[config.mk]
export PLATFORM = sky130hd
export DESIGN_NAME = data_memory_p
export DESIGN_NICKNAME = d
export VERILOG_FILES = /design/src/rtl/data_memory_p.sv
export SDC_FILE = /design/constraint.sdc
export NUM_CORES = 1
export LEC_CHECK = 0
export CORE_AREA = 2 2 136 138
export CTS_BUF_LIST = sky130_fd_sc_hd__clkbuf_8
export CTS_CLUSTER_SIZE = 24
export DETAILED_ROUTE_END_ITERATION = 10
export DIE_AREA = 0 0 138 140
export GPL_TIMING_DRIVEN = 0
export PLACE_DENSITY = 0.85
export SLEW_MARGIN = 30
export SYNTH_ARGS = -nofsm -noshare
export SYNTH_HDL_FRONTEND = slang
export SYNTH_SLANG_ARGS = --single-unit
export TNS_END_PERCENT = 100
[constraint.sdc]
create_clock -name clk -period 4.3 [get_ports clk]
set_input_delay 0.86 -clock clk [delete_from_list [all_inputs] [get_ports clk]]
set_output_delay 0.86 -clock clk [all_outputs]
set_load 0.02 [all_outputs]
[src/rtl/data_memory_p.sv]
// data_memory_p: single-port synchronous data memory with req/ready handshake,
// read-valid strobe and out-of-range detection. Define DMEM_INIT_EN to add the identity-pattern init sequencer.
module data_memory_p #(
  parameter int DATA_W = 8,
  parameter int ADDR_W = 8,
  parameter int DEPTH  = 32
) (
  input  logic              clk,
  input  logic              rst_n,
  input  logic              req,
  input  logic              w,
  input  logic [ADDR_W-1:0] address,
  input  logic [DATA_W-1:0] dataIn,
  output logic              ready,
  output logic [DATA_W-1:0] dataOut,
  output logic              rvalid,
  output logic              err
);

  localparam int IDX_W = (DEPTH > 1) ? $clog2(DEPTH) : 1;

  // Without the init sequencer ST_INIT lasts exactly one edge after reset.
  typedef enum logic {ST_INIT, ST_RUN} state_t;

  state_t            r_state;
  state_t            w_state_nxt;
  logic [DATA_W-1:0] r_mem [DEPTH];

  logic              w_in_range;
  logic              w_mem_we;
  logic [IDX_W-1:0]  w_mem_idx;
  logic [DATA_W-1:0] w_mem_wdata;
  logic [DATA_W-1:0] w_dout_nxt;
  logic              w_rvalid_nxt;
  logic              w_err_nxt;

  assign w_in_range = {1'b0, address} < (ADDR_W+1)'(DEPTH);
  assign ready      = (r_state == ST_RUN);

`ifdef DMEM_INIT_EN
  logic [IDX_W-1:0] r_cnt;
  logic             w_cnt_last;

  assign w_cnt_last = (r_cnt == IDX_W'(DEPTH - 1));

  always_ff @(posedge clk or negedge rst_n) begin
    if (!rst_n) begin
      r_cnt <= '0;
    end else if (r_state == ST_INIT) begin
      r_cnt <= r_cnt + IDX_W'(1);
    end
  end
`endif

  always_ff @(posedge clk or negedge rst_n) begin
    if (!rst_n) begin
      r_state <= ST_INIT;
      dataOut <= '0;
      rvalid  <= 1'b0;
      err     <= 1'b0;
    end else begin
      r_state <= w_state_nxt;
      dataOut <= w_dout_nxt;
      rvalid  <= w_rvalid_nxt;
      err     <= w_err_nxt;
    end
  end

  always_comb begin
    w_state_nxt  = r_state;
    w_mem_we     = 1'b0;
    w_mem_idx    = address[IDX_W-1:0];
    w_mem_wdata  = dataIn;
    w_dout_nxt   = dataOut;
    w_rvalid_nxt = 1'b0;
    w_err_nxt    = 1'b0;
    case (r_state)
      ST_INIT: begin
`ifdef DMEM_INIT_EN
        w_mem_we    = 1'b1;
        w_mem_idx   = r_cnt;
        w_mem_wdata = DATA_W'(r_cnt);
        if (w_cnt_last) w_state_nxt = ST_RUN;
`else
        w_state_nxt = ST_RUN;
`endif
      end
      ST_RUN: begin
        if (req) begin
          if (w) begin
            w_rvalid_nxt = 1'b1;
            w_dout_nxt   = w_in_range ? r_mem[w_mem_idx] : '0;
          end else begin
            w_mem_we = w_in_range;
          end
          w_err_nxt = !w_in_range;
        end
      end
      default: w_state_nxt = ST_INIT;
    endcase
  end

  always_ff @(posedge clk) begin
    if (w_mem_we) r_mem[w_mem_idx] <= w_mem_wdata;
  end

endmodule

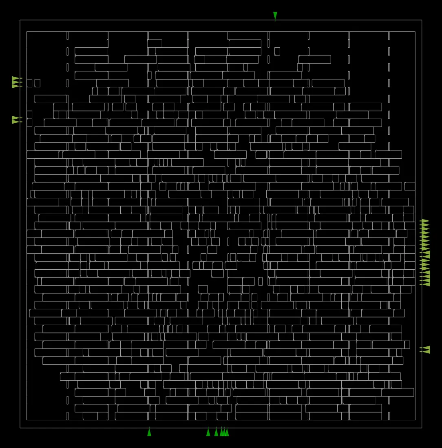
*Cell placement*
flop share of the area: 67.9%
Final Util: 65.9%

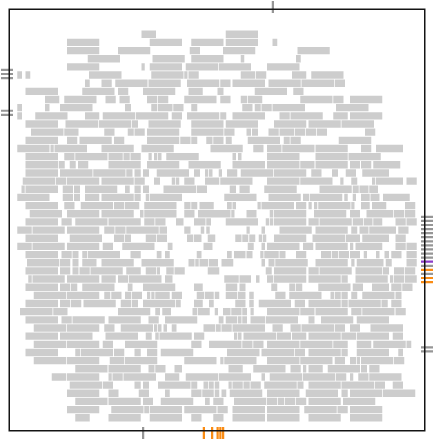
*I/O pins on the die edge*
Drawn at 3 px/µm. Pins as bars across the die edge, other pins in grey.
`address` -> orange  # pins 8, direction input, edge 5 bottom, 3 right
`rvalid` -> purple  # pins 1, direction output, edge right
Die Span X: 138 µm
Port Buffers: 28

==> impl_metrics.env <==
# flow metrics
export IMPL_status="finished, final reports clean"
export IMPL_drc=0
export IMPL_fin_area_um2=11700
export IMPL_grt_busiest_layer="met2"
export IMPL_simple_gate_share_pct=5.25
export IMPL_power_density_nw_per_um2=419
export IMPL_place_ws_ns=0.471
export IMPL_nNonClkBuffers=63
export IMPL_netlist_area_leader_share_pct=73.3
export IMPL_cts_buffers=41
export IMPL_largestRegisters="r_mem (256), dataOut (8)"
export IMPL_route_met3_wl_um=1760
export IMPL_final_nets=686
export IMPL_tapCellCount=229
export IMPL_drive_gt1_share_pct=14.4
export IMPL_synth_seq_area_share_pct=75.9
export IMPL_largest_reg_flops=256
export IMPL_path_depth=6
export IMPL_dp_cells=852
export IMPL_path_max_fanout=8
export IMPL_clock_sinks=267
export IMPL_cts_tree="yes"
export IMPL_ys_cells=595
export IMPL_top_logic_kind="multiplexers"
export IMPL_min_period_ns=3.11
export IMPL_comb_share_pct=19.8
export IMPL_crit_family="simple AND/OR/NAND/NOR gates"
export IMPL_mux_share_pct=12.2
export IMPL_syn_avg_cell_area_um2=17.6
export IMPL_diodes=0
export IMPL_ys_flop_type="edfxtp_1"
export IMPL_top_cells_by_count="256 x edfxtp_1, 128 x mux2i_1, 64 x o22ai_1"
export IMPL_holdBufCountCts=0
export IMPL_clock_area_share_pct=5.91
export IMPL_use_met3_pct=4.89
export IMPL_swShare_pct=21.9
export IMPL_grt_pass1_vias=5841
export IMPL_grt_max_degree=33
export IMPL_startpoint_type="primary input"
export IMPL_flop_count=267
export IMPL_hold_path_endpoint="dataOut[6]"
export IMPL_worst_slack_ns=1.19
export IMPL_antenna_found_initial=0
export IMPL_seqCellArea_um2=7960
export IMPL_min_period_over_period_pct=72.2
export IMPL_dpl_hpwl_um=15700
export IMPL_crit_chain="clkdlybuf4s50_1 -> or3_4 -> nor3_4 -> or3b_1 -> buf_2 -> nor3_2"
export IMPL_place_area_um2=11000
export IMPL_crit_type="primary input to flop"
export IMPL_p_int_uw=3840
export IMPL_area_leaders="edfxtp_1 73%, mux2i_1 12%, o22ai_1 3.8%"
export IMPL_critPathCapture="r_mem[24][2]"
export IMPL_buffer_area_share_pct=3.89
export IMPL_cts_max_path_buffers=3
export IMPL_r2r_start="ready"
export IMPL_wl_met1_um=9460
export IMPL_ant_nets=0
export IMPL_synth_area_um2=10500
export IMPL_yosysTopAreaCell="edfxtp_1"
export IMPL_layout_top_cell="edfxtp_1"
export IMPL_ys_sh_aoi_pct=4.49
export IMPL_r2r_cells=5
export IMPL_crit_reg2reg_capture="r_mem[24][2]"
export IMPL_mi_logic_area_um2=2320
export IMPL_finalNonFillerCells=924
export IMPL_h_tree_depth=2
export IMPL_maxPowerGroup="sequential cells"
export IMPL_powerSeq_uw=2860
export IMPL_fillers=1219
export IMPL_die_area_um2=19300
export IMPL_grt_use_met2_pct=40.6
export IMPL_fp_nets=615
export IMPL_clk_latency_ns=0.53
export IMPL_worstHoldPathCells=1
export IMPL_comb_multi_input_count=292
export IMPL_end_kind="flop"
export IMPL_required_ns=4.45
export IMPL_report_power_total_uw=4910
export IMPL_clkTransAtPathRegs_ns=0.06
export IMPL_fp_util_pct=59.0
export IMPL_tightest_slew_ns=0.879
export IMPL_openroad_warnings=26
export IMPL_drt_pass1_iter_count=5
export IMPL_maxCapViolCount=0
export IMPL_clkbuf_count=41
export IMPL_post_cts_resized=0
export IMPL_max_slew_margin_pct=41.1
export IMPL_num_nonclk_inverters=1
export IMPL_routed_wl_um=23800
export IMPL_cts_root_buf="clkbuf_8"
export IMPL_skew_ns=0.0134
export IMPL_critPathSlowestCell="nor3_2"
export IMPL_crit_path_start="address[6]"
export IMPL_max_freq_mhz=322
export IMPL_top_layer_used="met4"
export IMPL_p_clk_uw=1790
export IMPL_grt_usage_pct=24.7
export IMPL_dr_first_iter_drc_count=627
export IMPL_clock_power_share_pct=36.5
export IMPL_combPwrFrac_pct=5.3
export IMPL_syn_to_final_growth_pct=11.8
export IMPL_p_leak_uw=0.00411
export IMPL_crit_buf_inv=2
export IMPL_synth_cells=595
export IMPL_lay_top_cells="256 x edfxtp_1, 128 x mux2i_1, 64 x o22ai_1, 41 x clkbuf_8, 30 x nor2_1"
